===== config.mk =====
export PLATFORM = sky130hd
export DESIGN_NAME = ultra_sonic_array
export DESIGN_NICKNAME = d
export VERILOG_FILES = /design/src/rtl/ultra_sonic_array.sv
export SDC_FILE = /design/constraint.sdc
export NUM_CORES = 1
export LEC_CHECK = 0
export CORE_ASPECT_RATIO = 0.5
export CORE_UTILIZATION = 40
export DETAILED_ROUTE_END_ITERATION = 6
export SETUP_SLACK_MARGIN = 0.4
export SLEW_MARGIN = 20
export SYNTH_ARGS = -nofsm -noshare
export SYNTH_HDL_FRONTEND = slang
export SYNTH_SLANG_ARGS = --single-unit

===== constraint.sdc =====
create_clock -name clk -period 8.85 [get_ports clk]
set_clock_uncertainty 0.15 [all_clocks]
set_input_delay 2.2125 -clock clk [delete_from_list [all_inputs] [get_ports clk]]
set_output_delay 2.2125 -clock clk [all_outputs]
set_load 0.005 [all_outputs]

===== src/rtl/ultra_sonic_array.sv =====
// ultra_sonic_array
//   Round-robin driver for NUM_CH HC-SR04-class ultrasonic sensors. Only one
//   sensor is pinged at a time so echoes cannot cross-talk. Each echo pulse
//   width is measured in clk cycles (saturating, with timeout detection) and the
//   latest result per channel is kept in a small register bank for a bus read.
//
// Ports
//   clk          system clock (50 MHz nominal)
//   reset        asynchronous, active-high; clears all state immediately
//   enable       run the scan loop; stopping only takes effect after a holdoff
//   echo         raw asynchronous echo pins, one per sensor
//   trigger      trigger pins, one-hot or zero
//   rd_ch        bank entry to read
//   rd_en        read strobe, clears the 'new' flag of rd_ch
//   read_data    registered bank word: [31]=new [30]=timeout [COUNT_WIDTH-1:0]=count
//   sample_valid one-cycle pulse when a result is stored
//   sample_ch    channel of the stored result, valid with sample_valid
//   busy         scan FSM is not idle
module ultra_sonic_array #(
  parameter int NUM_CH         = 4,
  parameter int CH_W           = 2,
  parameter int COUNT_WIDTH    = 24,
  parameter int TRIG_CYCLES    = 1000,
  parameter int TIMEOUT_CYCLES = 1500000,
  parameter int HOLDOFF_CYCLES = 3000000
) (
  input  logic              clk,
  input  logic              reset,
  input  logic              enable,
  input  logic [NUM_CH-1:0] echo,
  output logic [NUM_CH-1:0] trigger,
  input  logic [CH_W-1:0]   rd_ch,
  input  logic              rd_en,
  output logic [31:0]       read_data,
  output logic              sample_valid,
  output logic [CH_W-1:0]   sample_ch,
  output logic              busy
);

  // One shared phase timer covers the trigger pulse, the timeout window and the
  // holdoff gap, so it is sized for the longest of the three.
  localparam int MAX_A    = (TRIG_CYCLES > TIMEOUT_CYCLES) ? TRIG_CYCLES : TIMEOUT_CYCLES;
  localparam int MAX_WAIT = (MAX_A > HOLDOFF_CYCLES) ? MAX_A : HOLDOFF_CYCLES;
  localparam int TMR_W    = $clog2(MAX_WAIT + 1);

  localparam logic [TMR_W-1:0] TRIG_LAST = TMR_W'(TRIG_CYCLES - 1);
  localparam logic [TMR_W-1:0] TO_LAST   = TMR_W'(TIMEOUT_CYCLES - 1);
  localparam logic [TMR_W-1:0] HOLD_LAST = TMR_W'(HOLDOFF_CYCLES - 1);
  localparam logic [CH_W-1:0]  CH_LAST   = CH_W'(NUM_CH - 1);

  typedef enum logic [2:0] {
    IDLE,
    TRIG,
    WAIT_RISE,
    MEASURE,
    WRITE,
    HOLDOFF
  } state_t;

  state_t                   state_q;
  logic [CH_W-1:0]          curCh_q;
  logic [TMR_W-1:0]         timer_q;
  logic [COUNT_WIDTH-1:0]   echoCnt_q;
  logic                     timedOut_q;
  logic [NUM_CH-1:0]        trigger_q;
  logic                     sampleValid_q;
  logic [CH_W-1:0]          sampleCh_q;
  logic                     busy_q;

  logic [NUM_CH-1:0]        echoMeta_q;
  logic [NUM_CH-1:0]        echoSync_q;

  logic                     bankNew_q [NUM_CH];
  logic                     bankTo_q  [NUM_CH];
  logic [COUNT_WIDTH-1:0]   bankCnt_q [NUM_CH];

  logic [31:0]              readData_q;
  logic [31:0]              readWord_d;
  logic [CH_W-1:0]          nextCh_d;
  logic                     echoS;

  // Two-flop synchronizer on every echo pin; only the active channel is looked at.
  always_ff @(posedge clk or posedge reset) begin
    if (reset) begin
      echoMeta_q <= '0;
      echoSync_q <= '0;
    end else begin
      echoMeta_q <= echo;
      echoSync_q <= echoMeta_q;
    end
  end

  assign echoS = echoSync_q[curCh_q];

  // Round-robin successor of the current channel.
  always_comb begin
    nextCh_d = curCh_q + 1'b1;
    if (curCh_q == CH_LAST) begin
      nextCh_d = '0;
    end
  end

  // Scan FSM. Outputs are registered and updated on the transitions.
  // WAIT_RISE checks the echo before the timeout, so an echo arriving on the
  // last window cycle still enters MEASURE; MEASURE therefore uses >= on the
  // timer to close the window one cycle later.
  always_ff @(posedge clk or posedge reset) begin
    if (reset) begin
      state_q       <= IDLE;
      curCh_q       <= '0;
      timer_q       <= '0;
      echoCnt_q     <= '0;
      timedOut_q    <= 1'b0;
      trigger_q     <= '0;
      sampleValid_q <= 1'b0;
      sampleCh_q    <= '0;
      busy_q        <= 1'b0;
    end else begin
      sampleValid_q <= 1'b0;
      case (state_q)
        IDLE: begin
          if (enable) begin
            state_q   <= TRIG;
            trigger_q <= NUM_CH'(1) << curCh_q;
            timer_q   <= '0;
            busy_q    <= 1'b1;
          end
        end
        TRIG: begin
          echoCnt_q  <= '0;
          timedOut_q <= 1'b0;
          if (timer_q == TRIG_LAST) begin
            trigger_q <= '0;
            timer_q   <= '0;
            state_q   <= WAIT_RISE;
          end else begin
            timer_q <= timer_q + 1'b1;
          end
        end
        WAIT_RISE: begin
          if (echoS) begin
            echoCnt_q <= COUNT_WIDTH'(1);
            timer_q   <= timer_q + 1'b1;
            state_q   <= MEASURE;
          end else if (timer_q == TO_LAST) begin
            timedOut_q <= 1'b1;
            state_q    <= WRITE;
          end else begin
            timer_q <= timer_q + 1'b1;
          end
        end
        MEASURE: begin
          if (!echoS) begin
            state_q <= WRITE;
          end else if (timer_q >= TO_LAST) begin
            timedOut_q <= 1'b1;
            state_q    <= WRITE;
          end else begin
            timer_q <= timer_q + 1'b1;
            if (echoCnt_q != '1) begin
              echoCnt_q <= echoCnt_q + 1'b1;
            end
          end
        end
        WRITE: begin
          sampleValid_q <= 1'b1;
          sampleCh_q    <= curCh_q;
          timer_q       <= '0;
          state_q       <= HOLDOFF;
        end
        HOLDOFF: begin
          if (timer_q == HOLD_LAST) begin
            curCh_q <= nextCh_d;
            timer_q <= '0;
            if (enable) begin
              state_q   <= TRIG;
              trigger_q <= NUM_CH'(1) << nextCh_d;
            end else begin
              state_q <= IDLE;
              busy_q  <= 1'b0;
            end
          end else begin
            timer_q <= timer_q + 1'b1;
          end
        end
        default: begin
          state_q   <= IDLE;
          trigger_q <= '0;
          busy_q    <= 1'b0;
        end
      endcase
    end
  end

  // Result bank. A store in WRITE takes priority over a read-clear of the
  // same entry so a fresh result is never reported as already consumed.
  always_ff @(posedge clk or posedge reset) begin
    if (reset) begin
      for (int i = 0; i < NUM_CH; i++) begin
        bankNew_q[i] <= 1'b0;
        bankTo_q[i]  <= 1'b0;
        bankCnt_q[i] <= '0;
      end
    end else begin
      for (int i = 0; i < NUM_CH; i++) begin
        if (state_q == WRITE && int'(curCh_q) == i) begin
          bankNew_q[i] <= 1'b1;
          bankTo_q[i]  <= timedOut_q;
          bankCnt_q[i] <= echoCnt_q;
        end else if (rd_en && int'(rd_ch) == i) begin
          bankNew_q[i] <= 1'b0;
        end
      end
    end
  end

  // Bus word for the selected entry; out-of-range channels read as zero.
  always_comb begin
    readWord_d = '0;
    if (int'(rd_ch) < NUM_CH) begin
      readWord_d[31]               = bankNew_q[rd_ch];
      readWord_d[30]               = bankTo_q[rd_ch];
      readWord_d[COUNT_WIDTH-1:0]  = bankCnt_q[rd_ch];
    end
  end

  // Registered read port, one cycle of latency.
  always_ff @(posedge clk or posedge reset) begin
    if (reset) begin
      readData_q <= '0;
    end else begin
      readData_q <= readWord_d;
    end
  end

  assign trigger      = trigger_q;
  assign read_data    = readData_q;
  assign sample_valid = sampleValid_q;
  assign sample_ch    = sampleCh_q;
  assign busy         = busy_q;

endmodule


run_1/pins.png
Pins as bars across the die edge, other pins in grey.
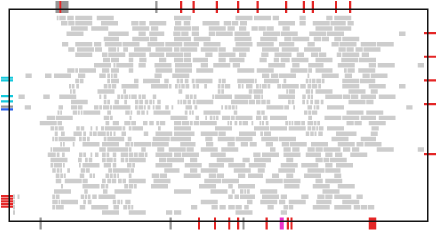
Key: red = read_data [pins 32, direction output, edge 11 south, 11 north, 5 east, 5 west]; cyan = trigger [pins 4, direction output, edge west]; magenta = rd_ch [pins 2, direction input, edge south]; blue = busy [pins 1, direction output, edge west]

run_1/registers.png
Other sequential cells in the stronger grey, the rest of the logic in the fainter grey.
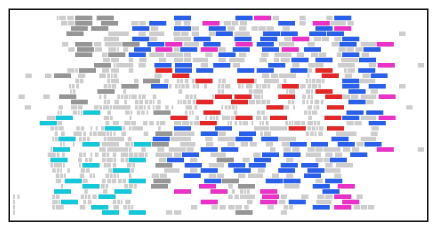
Key: red = echoCnt_q [placed flops 24]; magenta = read_data [placed flops 26]; cyan = timer_q [placed flops 22]; blue = bankCnt_q [placed flops 96]
Another 30 sequential cells are not coloured.

run_1/final_clocks.png
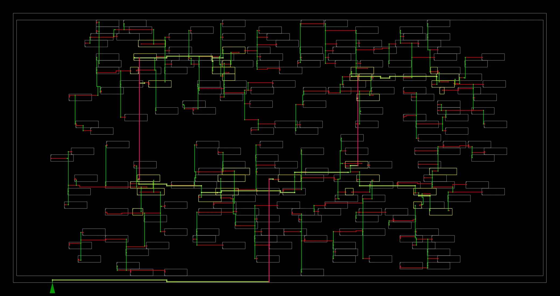
CTS sink count: 198
Clk. pwr: 0.869 mW
clkbuf count: 19
clk latency late pin: 0.43 ns

==> flow_summary_export.csv, run 1 <==
group,metric,value,unit
status,status,"completed",
sta,fin_setup_tns,0,ns
floorplanning,fp-row-count,38,
cts,cts_root_buf,"clkbuf_16",
critical_path,crit_required,8.98,ns
cts,clockBufferDepth,2,
pwr,ir_drop,123,µV
cts,post_cts_buffers,0,
global_route,grt_pass1_wl,31500,µm
logic_synthesis,synth.largest_area_cell,"dfrtp_1",
layout,final_cell_count_no_fill,1067,
placed_design,dp_slack,3.96,ns
route,viasPerCell,5.60,
placed_design,hpwl,11400,µm
route,num_vias,5975,
cts,cts.clk_slew.worst_paths,0.08,ns
route,drcViolationCount,0,
critical_path,cp_max_fo,26,
logic_synthesis,flop_cell,"dfrtp_1",
layout,regArea,0.00495,mm²
layout,nFillCells,1916,
logic_synthesis,synth_flop_count,198,
logic_synthesis,post_synth.cell_area_avg,12.4,µm²
sta,slew_viol_final,0,
sta,slew_headroom,0.358,
critical_path,start_kind,"primary input",
pwr,finalPower,2.27,mW
sta,fmaxAchievable,225,MHz
job,maxCapViolCount,0,
global_route,globalRouteTotalUtil,0.171,
cts,cts_tree,"built",
logic_synthesis,most_common_cell,"dfrtp_1",
layout,area_growth,14.3,%
sta,rsz0062_at_grt,"false",
cts,cts_buffers,17,
sta,post-route-period-util,0.502,
cts,cts_resized,0,
placed_design,dp.cells,1035,
global_route,first_global_vias,5999,
global_route,antenna_found_initial,0,
floorplanning,die_h,109,µm
global_route,grt_overflow,0,
job,warnings,31,
logic_synthesis,yosys_warnings,0,
sta,hold_viol,0,
logic_synthesis,top_area_frac,0.543,
logic_synthesis,synth_area,0.00913,mm²
sta,worst_pin_slew,0.963,ns
logic_synthesis,yosys-stat-cells,734,
route,drtIter0Drc,516,
pwr,leakage,4.69,nW
logic_synthesis,synth-edff-count,0,
critical_path,crit_type,"in -> reg",
layout,antenna_cells,0,
cts,ctsHtreeMaxLevel,4,
critical_path,reg2regPathDepth,8,
sta,fin_crit,4.45,ns
placed_design,port_buffers,43,
layout,drive_gt1_frac,0.262,
layout,layout.area.comb,0.00391,mm²
critical_path,worst_setup_path_end_kind,"flop",
layout,num-nets-final,770,
min_path,holdPathStages,0,
logic_synthesis,ys_seq_share,0.543,
route,ant_nets,0,
logic_synthesis,yosys-stat-area,0.00913,mm²
min_path,hp-class,"reg -> reg",
sta,setup_ws,4.40,ns
floorplanning,die_w,216,µm
route,post_drt_wl_per_cell,17.4,µm
logic_synthesis,yosys-top-cells-count,"dfrtp_1 (198), mux2_2 (106), o21ai_0 (47)",
critical_path,arrival,4.58,ns
floorplanning,initial_utilization,0.415,
cts,holdBufCountCts,0,
logic_synthesis,yosys-top-cells-area,"dfrtp_1 (54%), mux2_2 (13%), mux4_2 (6.7%), o21ai_0 (2.6%), nand2_1 (1.6%)",
logic_synthesis,ys_async_sr_fraction,1.00,
sta,setup_viol,0,
pwr,pwr_density_cell,217,mW/mm²
floorplanning,num_io_pins,50,
route,dr.pass1.iters,5,
logic_synthesis,synthDistinctLibCells,63,
route,routed_wl,18600,µm
global_route,grt_start_max_net_pins,112,
floorplanning,core_area,0.0220,mm²
logic_synthesis,synthCells,734,
placed_design,gp_congestion,0.771,
floorplanning,dieArea,0.0235,mm²
[run 1: worst max-delay path: stages]
cell and delay (ns):
clkdlybuf4s50_1 0.49, or4_1 0.50, o311ai_4 0.09, buf_4 0.32
or2_1 0.79, o31ai_1 0.16
[run 1: power breakdown]
group          switching [mW]  total (mW)  internal, mW  leakage, nW
registers              0.0539       0.993         0.940         2.73
clock network           0.347       0.869         0.522        0.326
logic                   0.260       0.405         0.145         1.64
[run 1: logic make-up after synthesis]
kind of cell             Yosys count  synth area share
adder cells (fa/ha/maj)            7           0.00932
buffers and inverters             64            0.0325
flip-flops                       198             0.543
AND-OR/OR-AND                    138            0.0989
multiplexers                     136             0.201
AND/OR/NAND/NOR                  190             0.116
other                              1          0.000411
[run 1: stage by stage]
stage                util  hold WS, ns  area [µm²]
CTS                 0.474        0.203       10400
floorplan               -        0.181        9150
detailed placement  0.443        0.187        9760
finish              0.474        0.201       10400
global route        0.474        0.219       10400
global placement    0.443        0.185        9760
[run 1: placed cells by master (no fill, tap or decap), drive strengths merged, types with 4 or more instances in the layout]
cell type	n
o21ai	58
ha	6
mux4	27
bufinv	5
a31oi	10
nor2b	13
a41oi	4
dfrtp	198
clkinv	4
conb	6
a21oi	22
or2	4
and2	10
clkbuf	19
o31ai	22
mux2	106
nor3	14
nor4	4
nand4	18
inv	14
nand2b	7
a21o	4
and3	11
clkdlybuf4s50	42
nor2	23
buf	7
or3	4
nand3	24
nand2	40
o211ai	5
or4	6
[run 1: final timing paths]
check | startpoint | to | slack (ns)
min in group asynchronous | reset | timer_q[19]$_DFFE_PP0P_ | 2.18
min | echoMeta_q[3]$_DFF_PP0_ | echoSync_q[3]$_DFF_PP0_ | 0.20
max in group asynchronous | reset | bankCnt_q[87]$_DFFE_PP0P_ | 5.08
min reg2reg | echoMeta_q[3]$_DFF_PP0_ | echoSync_q[3]$_DFF_PP0_ | 0.20
max | enable | timer_q[18]$_DFFE_PP0P_ | 4.40
max reg2reg | timer_q[12]$_DFFE_PP0P_ | timer_q[18]$_DFFE_PP0P_ | 5.14
[run 1: metal layers]
metal	vias to the layer above	track usage	wire length (µm)
li1	2749	-	-
met3	16	0.0382	800
met1	3060	0.236	8800
met2	150	0.274	8810
met4	0	0.0471	199
met5	-	0	0
[run 1: sequential cells by signal, indices dropped and copies added, names as in the netlist]
register and cells:
bankCnt_q 96, bankNew_q 4, bankTo_q 4, busy 1, curCh_q 2, echoCnt_q 24
echoMeta_q 4, echoSync_q 4, read_data 26, sample_ch 2, sample_valid 1, state_q 3
timedOut_q 1, timer_q 22, trigger 4
[run 1: cell type report]
| class | instances | share of cell area |
|---|---|---|
| Inverter | 11 | 0.00468 |
| Multi-Input combinational cell | 477 | 0.375 |
| Timing Repair Buffer | 49 | 0.0457 |
| Sequential cell | 198 | 0.475 |
| Tap cell | 300 | 0.0360 |
| Clock inverter | 13 | 0.0209 |
| Clock buffer | 19 | 0.0434 |
==> inputs of run 2 (changes only) <==
==> constraint.sdc (replaced) <==
create_clock -name clk -period 3.7 [get_ports clk]
set_clock_uncertainty 0.15 [all_clocks]
set_input_delay 0.925 -clock clk [delete_from_list [all_inputs] [get_ports clk]]
set_output_delay 0.925 -clock clk [all_outputs]
set_load 0.005 [all_outputs]
run_2/metal_stack.png
Bar = 50 µm.
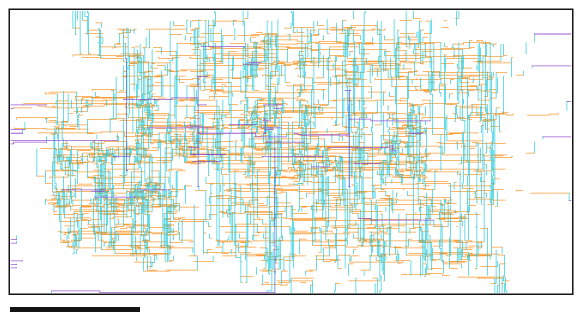
Key: purple = met3 [wire length 642 µm]; cyan = met2 [wire length 8810 µm]; orange = met1 [wire length 9000 µm]; blue = met4 [wire length 182 µm]
Wirelength per Cell: 17.2 µm
DR vias: 5949
GRT Util Overall: 0.173

run_2/clock_map.png
Bar = 50 µm.
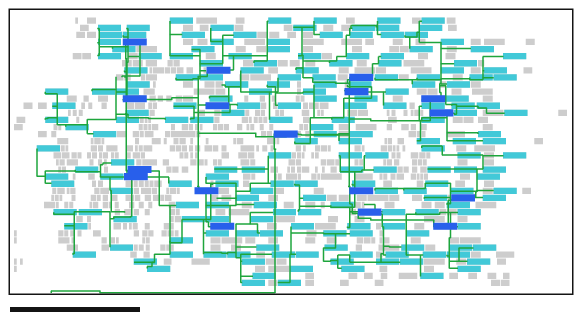
Key: green = clock wires [length 2430 µm]; blue = cells driving clock nets [count 17]; cyan = flip-flops [count 198]
Position of the flops: all over the die.
clock share of power: 0.331
Clk. pwr: 1.68 mW

==> flow_summary_export.csv, run 2 <==
group,metric,value,unit
pwr,pwr_density_cell,486,mW/mm²
sta,slew_headroom,0.283,
floorplanning,fp-row-count,38,
sta,post-route-period-util,0.805,
sta,setup_ws,0.720,ns
global_route,first_global_vias,5902,
sta,fin_setup_tns,0,ns
job,warnings,30,
sta,hold_viol,0,
cts,clockBufferDepth,2,
pwr,power_frac_seq,0.462,
cts,ctsHtreeMaxLevel,4,
logic_synthesis,yosys-stat-area,0.00913,mm²
route,drtIter0Drc,418,
logic_synthesis,synthCells,734,
sta,fmaxAchievable,336,MHz
global_route,antenna_found_initial,0,
cts,cts.clk_slew.worst_paths,0.07,ns
pwr,ir_drop,282,µV
layout,lay_top_count,"dfrtp_1",
logic_synthesis,synth.largest_area_cell,"dfrtp_1",
sta,worst_pin_slew,1.07,ns
status,status,"completed",
critical_path,crit_type,"reg -> reg",
cts,holdBufCountCts,0,
placed_design,dp_slack,0.747,ns
sta,rsz0062_at_grt,"false",
route,routed_wl,18600,µm
route,drcViolationCount,0,
placed_design,gp_congestion,0.811,
layout,num-nets-final,785,
logic_synthesis,most_common_cell,"dfrtp_1",
logic_synthesis,top_area_frac,0.543,
floorplanning,die_w,216,µm
pwr,p_switching,1.57,mW
layout,antenna_cells,0,
logic_synthesis,yosys-top-cells-area,"dfrtp_1 (54%), mux2_2 (13%), mux4_2 (6.7%), o21ai_0 (2.6%), nand2_1 (1.6%)",
logic_synthesis,post_synth.cell_area_avg,12.4,µm²
logic_synthesis,ys_async_sr_fraction,1.00,
layout,area_growth,14.4,%
job,maxCapViolCount,0,
pwr,p_comb_frac,0.207,
layout,largest_reg_flops,96,
pwr,cellInternalPower,3.50,mW
cts,clkSinkCount,198,
sta,slew_viol_final,0,
critical_path,cp_max_fo,19,
sta,fin_crit,2.98,ns
placed_design,hpwl,12100,µm
route,viasPerCell,5.50,
pwr,p_sw_frac,0.310,
critical_path,arrival,3.13,ns
cts,clk_latency,0.43,ns
critical_path,worst_setup_path_end_kind,"flop",
layout,final_util,0.474,
logic_synthesis,flop_cell,"dfrtp_1",
logic_synthesis,synth-edff-count,0,
sta,setup_viol,0,
layout,final_cell_mix,"dfrtp_1 (198), mux2_2 (106), o21ai_0 (47), clkdlybuf4s50_1 (42), nand2_1 (40)",
floorplanning,dieArea,0.0235,mm²
placed_design,port_buffers,43,
critical_path,crit_required,3.85,ns
floorplanning,die_h,109,µm
layout,regMostFlops,"bankCnt_q",
logic_synthesis,yosys-stat-cells,734,
floorplanning,num_io_pins,50,
critical_path,start_kind,"flop",
layout,nFillCells,1939,
logic_synthesis,synth_flop_count,198,
logic_synthesis,yosys-top-cells-count,"dfrtp_1 (198), mux2_2 (106), o21ai_0 (47)",
global_route,grt_start_max_net_pins,43,
global_route,grt_pass1_wl,31700,µm
floorplanning,core_area,0.0220,mm²
pwr,leakage,4.69,nW
cts,post_cts_buffers,0,
route,ant_nets,0,
logic_synthesis,synth_area,0.00913,mm²
cts,cts_resized,0,
cts,cts_tree,"built",
route,dr.pass1.iters,5,
logic_synthesis,synthDistinctLibCells,63,
layout,drive_gt1_frac,0.264,
floorplanning,initial_utilization,0.415,
global_route,grt_overflow,0,
## run 2: final cells by class
type	instances	area, µm²	area share
Clock buffer	22	444	0.0425
Inverter	11	45.0	0.00431
Multi-Input combinational cell	477	3900	0.374
Clock inverter	9	73.8	0.00707
Tap cell	300	375	0.0359
Sequential cell	198	4950	0.474
Timing Repair Buffer	64	648	0.0621
## run 2: stage by stage
step           instances  total power [mW]  hold slack, ns
2_1_floorplan        739              3.18           0.181
3_3_place_gp        1050              3.43           0.186
3_5_place_dp        1050              3.44           0.189
4_1_cts             1081              5.14           0.203
5_1_grt             1081              5.35           0.205
6_report            1081              5.08           0.203
## run 2: worst paths after layout
path                       slack, ns                         to                     from  cells after the start
setup / recovery                0.72    timer_q[14]$_DFFE_PP0P_   timer_q[8]$_DFFE_PP0P_                      8
hold / removal                  0.20    echoSync_q[2]$_DFF_PP0_  echoMeta_q[2]$_DFF_PP0_                      0
setup reg to reg                0.72    timer_q[14]$_DFFE_PP0P_   timer_q[8]$_DFFE_PP0P_                      8
hold reg to reg                 0.20    echoSync_q[2]$_DFF_PP0_  echoMeta_q[2]$_DFF_PP0_                      0
max in group asynchronous       1.83     timer_q[0]$_DFFE_PP0P_                    reset                      4
min in group asynchronous       0.80  bankCnt_q[31]$_DFFE_PP0P_                    reset                      2
## run 2: power by group through the flow
stage	Sequential, mW	Clock (mW)	Combinational, mW
6_report	2.35	1.68	1.05
5_1_grt	2.36	1.82	1.17
4_1_cts	2.35	1.73	1.06
3_5_place_dp	2.39	0	1.05
3_3_place_gp	2.38	0	1.04
2_1_floorplan	2.35	0	0.835
## run 2: logic make-up (layout without fill, tap and decap cells)
kind of cell | Yosys count | in the layout | share of synthesized area
AND-OR/OR-AND | 138 | 138 | 0.0989
adder cells (fa/ha/maj) | 7 | 7 | 0.00932
buffers and inverters | 64 | 106 | 0.0325
flip-flops | 198 | 198 | 0.543
multiplexers | 136 | 136 | 0.201
other | 1 | 6 | 0.000411
AND/OR/NAND/NOR | 190 | 190 | 0.116
## run 2: critical path: stages (launching register included)
cell      delay (ns)
dfrtp_1         0.52
and3_1          0.21
o211ai_1        0.08
o31ai_1         0.86
nor2_2          0.14
o311ai_4        0.34
or2_1           0.15
buf_4           0.28
o31ai_1         0.11
## run 2: per-layer routing
metal | GRT usage | up-vias | part of all wire | wire length (µm)
met4 | 0.0542 | 0 | 0.0097 | 181
met3 | 0.0338 | 16 | 0.034 | 642
met5 | 0 | - | 0 | 0
met2 | 0.272 | 94 | 0.47 | 8810
li1 | - | 2780 | - | -
met1 | 0.242 | 3059 | 0.48 | 9000
==> inputs of run 3 (changes only) <==
==> constraint.sdc (replaced) <==
create_clock -name clk -period 3.12 [get_ports clk]
set_clock_uncertainty 0.15 [all_clocks]
set_input_delay 0.78 -clock clk [delete_from_list [all_inputs] [get_ports clk]]
set_output_delay 0.78 -clock clk [all_outputs]
set_load 0.005 [all_outputs]
run_3/pins.png
Pins as bars across the die edge, other pins in grey.
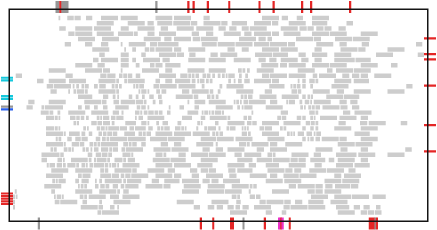
Key: cyan = trigger [pins 4, direction output, edge west]; magenta = rd_ch [pins 2, direction input, edge south]; red = read_data [pins 32, direction output, edge 11 south, 10 north, 6 east, 5 west]; blue = busy [pins 1, direction output, edge west]
All pins by edge: 17 north, 16 south, 11 west, 6 east.
Die Y: 109 µm
Port Buffers: 43
Die W: 216 µm

run_3/metal_stack.png
Bar = 50 µm.
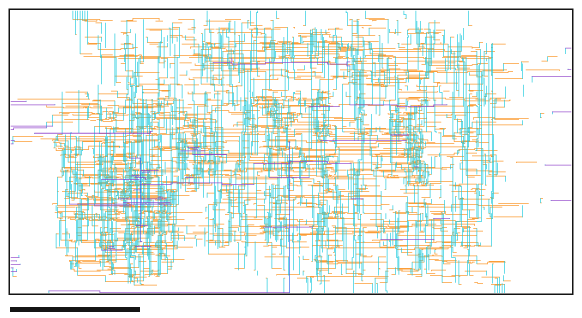
Key: purple = met3 [wire length 728 µm]; cyan = met2 [wire length 9670 µm]; orange = met1 [wire length 9530 µm]; blue = met4 [wire length 89.8 µm]

==> flow_summary_export.csv, run 3 <==
group,metric,value,unit
status,status,"completed",
route,dr.pass1.iters,4,
global_route,grt_pass1_wl,32700,µm
route,wl_met2,9670,µm
cts,ctsHtreeMaxLevel,4,
route,routed_wl,20000,µm
pwr,p_sw_frac,0.307,
critical_path,worst_setup_path_end_kind,"flop",
logic_synthesis,yosys-stat-cells,734,
logic_synthesis,synth.largest_area_cell,"dfrtp_1",
critical_path,reg2reg_from,"timer_q[11]$_DFFE_PP0P_",
layout,lay_top_count,"dfrtp_1",
logic_synthesis,yosys-top-cells-count,"dfrtp_1 (198), mux2_2 (106), o21ai_0 (47)",
layout,drive_gt1_frac,0.328,
route,wl_met3,728,µm
pwr,cellInternalPower,4.81,mW
sta,setup_viol,0,
logic_synthesis,flop_cell,"dfrtp_1",
job,maxCapViolCount,0,
route,drtIter0Drc,325,
sta,slew_headroom,0.541,
pwr,clockPowerShare,0.333,
min_path,holdPathStages,0,
critical_path,rr_endpoint,"timer_q[4]$_DFFE_PP0P_",
route,num_vias,6086,
floorplanning,num_io_pins,50,
layout,regMostFlops,"bankCnt_q",
pwr,p_switching,2.13,mW
floorplanning,fp-row-count,38,
layout,final_cell_mix,"dfrtp_1 (196), mux2_2 (106), clkdlybuf4s50_1 (42), nand2_1 (39), o21ai_0 (37)",
placed_design,placed_area,0.00996,mm²
sta,fmaxAchievable,361,MHz
pwr,p_comb_frac,0.268,
route,highest_layer,"met4",
min_path,min_from,"echoMeta_q[0]$_DFF_PP0_",
sta,hold_viol,0,
logic_synthesis,ys_async_sr_fraction,1.00,
global_route,first_global_vias,6235,
floorplanning,core_area,0.0220,mm²
critical_path,arrival,2.93,ns
logic_synthesis,synthDistinctLibCells,63,
cts,clockBufferDepth,2,
critical_path,cp_max_fo,4,
layout,postLayoutCellArea,0.0110,mm²
logic_synthesis,post_synth.cell_area_avg,12.4,µm²
cts,cts.clk_slew.worst_paths,0.07,ns
sta,hold_slack,0.199,ns
min_path,hold_path_end,"echoSync_q[0]$_DFF_PP0_",
global_route,grt_start_max_net_pins,109,
floorplanning,dieArea,0.0235,mm²
cts,cts_root_buf,"clkbuf_16",
floorplanning,initial_utilization,0.415,
route,ant_nets,0,
logic_synthesis,yosys-stat-area,0.00913,mm²
global_route,globalRouteTotalUtil,0.178,
layout,num-nets-final,809,
layout,layout.area.comb,0.00409,mm²
cts,clkSinkCount,198,
pwr,power_frac_seq,0.399,
cts,clk_latency,0.44,ns
sta,post-route-period-util,0.888,
cts,cts_buffers,17,
layout,nFillCells,1926,
route,wl_met1,9530,µm
route,drcViolationCount,0,
route,viasPerCell,5.50,
logic_synthesis,most_common_cell,"dfrtp_1",
sta,rsz0062_at_grt,"true",
logic_synthesis,synth-edff-count,0,
critical_path,crit_required,3.29,ns
critical_path,r2r_setup_slack,0.35,ns
placed_design,gp_congestion,0.827,
min_path,hp-class,"reg -> reg",
sta,fin_setup_tns,0,ns
job,warnings,33,
sta,worst_pin_slew,0.682,ns
layout,largest_reg_flops,96,
critical_path,start_kind,"flop",
critical_path,reg2regPathDepth,9,
logic_synthesis,yosys-top-cells-area,"dfrtp_1 (54%), mux2_2 (13%), mux4_2 (6.7%), o21ai_0 (2.6%), nand2_1 (1.6%)",
pwr,leakage,4.95,nW
logic_synthesis,yosys_warnings,0,
critical_path,crit_type,"reg -> reg",
logic_synthesis,ys_seq_share,0.543,
logic_synthesis,synth_area,0.00913,mm²
logic_synthesis,top_area_frac,0.543,
global_route,grt_overflow,0,
layout,area_growth,20.5,%
layout,regArea,0.00496,mm²
pwr,pwr_density_cell,631,mW/mm²
sta,slew_viol_final,0,
layout,antenna_cells,0,
global_route,antenna_found_initial,0,
route,post_drt_wl_per_cell,18.1,µm
cts,cts_tree,"built",
sta,fin_crit,2.77,ns
placed_design,hpwl,12000,µm
layout,final_util,0.500,
pwr,ir_drop,271,µV
logic_synthesis,synth_flop_count,198,
logic_synthesis,synthCells,734,
==> run 3: netlist changes by cell type in the layout (fill, tap and decap cells not counted), sizes merged <==
cell      previous run  this run
buf                 22        43
bufinv               0         3
clkbuf              22        20
clkinv               4         3
clkinvlp             5         3
inv                 11        17
==> run 3: logic make-up (layout without fill, tap and decap cells) <==
logic type               Yosys count  after routing  share of synthesized area
other                              1              6                   0.000411
adder cells (fa/ha/maj)            7              7                    0.00932
flip-flops                       198            198                      0.543
AND-OR/OR-AND                    138            138                     0.0989
multiplexers                     136            136                      0.201
buffers and inverters             64            131                     0.0325
AND/OR/NAND/NOR                  190            190                      0.116
==> run 3: routing by layer <==
metal  track usage  vias to the layer above
met3        0.0455                        6
li1              -                     2831
met2         0.289                      103
met4        0.0557                        0
met1         0.237                     3146
met5             0                        -
==> run 3: repair_timing <==
| action | 4_1_cts | 5_1_grt |
|---|---|---|
| setup endpoints to repair | 24 | 40 |
| pin swaps | 4 | 16 |
| gates resized | 12 | 49 |
| cloned | 1 | 4 |
| buffers inserted | 8 | 5 |
| hold buffers | 0 | 0 |
==> run 3: worst max-delay path by stage <==
stage,cells after the start,from,to
after global placement,8,timer_q[11]$_DFFE_PP0P_,timer_q[15]$_DFFE_PP0P_
after detailed placement,8,timer_q[11]$_DFFE_PP0P_,timer_q[6]$_DFFE_PP0P_
after CTS,8,curCh_q[0]$_DFFE_PP0P_,timer_q[5]$_DFFE_PP0P_
after floorplan,1,reset,bankCnt_q[0]$_DFFE_PP0P_
final,9,timer_q[11]$_DFFE_PP0P_,timer_q[4]$_DFFE_PP0P_
after global routing,6,timer_q[11]$_DFFE_PP0P_,trigger[2]$_DFFE_PP0P_
==> run 3: area by class of cell <==
class | instances | share of cell area
well taps | 300 | 0.0341
repair buffers | 88 | 0.0832
inverters | 11 | 0.00410
flip-flops and latches | 198 | 0.451
clock buffers | 17 | 0.0387
multi-input cells | 477 | 0.372
clock inverters | 15 | 0.0171
==> run 3: power groups by stage <==
stage	Clock (mW)	Sequential, mW	Combinational, mW
floorplan	0	2.79	0.990
global placement	0	2.81	1.32
detailed placement	0	2.82	1.35
CTS	2.38	2.77	1.45
global route	2.50	2.79	2.01
finish	2.31	2.77	1.86
==> run 3: worst max-delay path, cell delays in order (launching register included) <==
cell,delay (ns)
dfrtp_1,0.39
or3_4,0.39
or4_4,0.48
nor3_4,0.24
nor2_4,0.06
o311ai_4,0.38
buf_4,0.18
or2_4,0.16
clkbuf_16,0.16
o31ai_2,0.05
==> run 3: stage by stage <==
stage	setup WS [ns]	power (mW)	instances
floorplan	-0.370	3.78	739
global placement	0.280	4.13	1056
detailed placement	0.250	4.16	1056
CTS	0.414	6.59	1097
global route	0.280	7.30	1106
finish	0.350	6.94	1106
Power figures rest on the tool's default switching activity, not on a simulated workload.
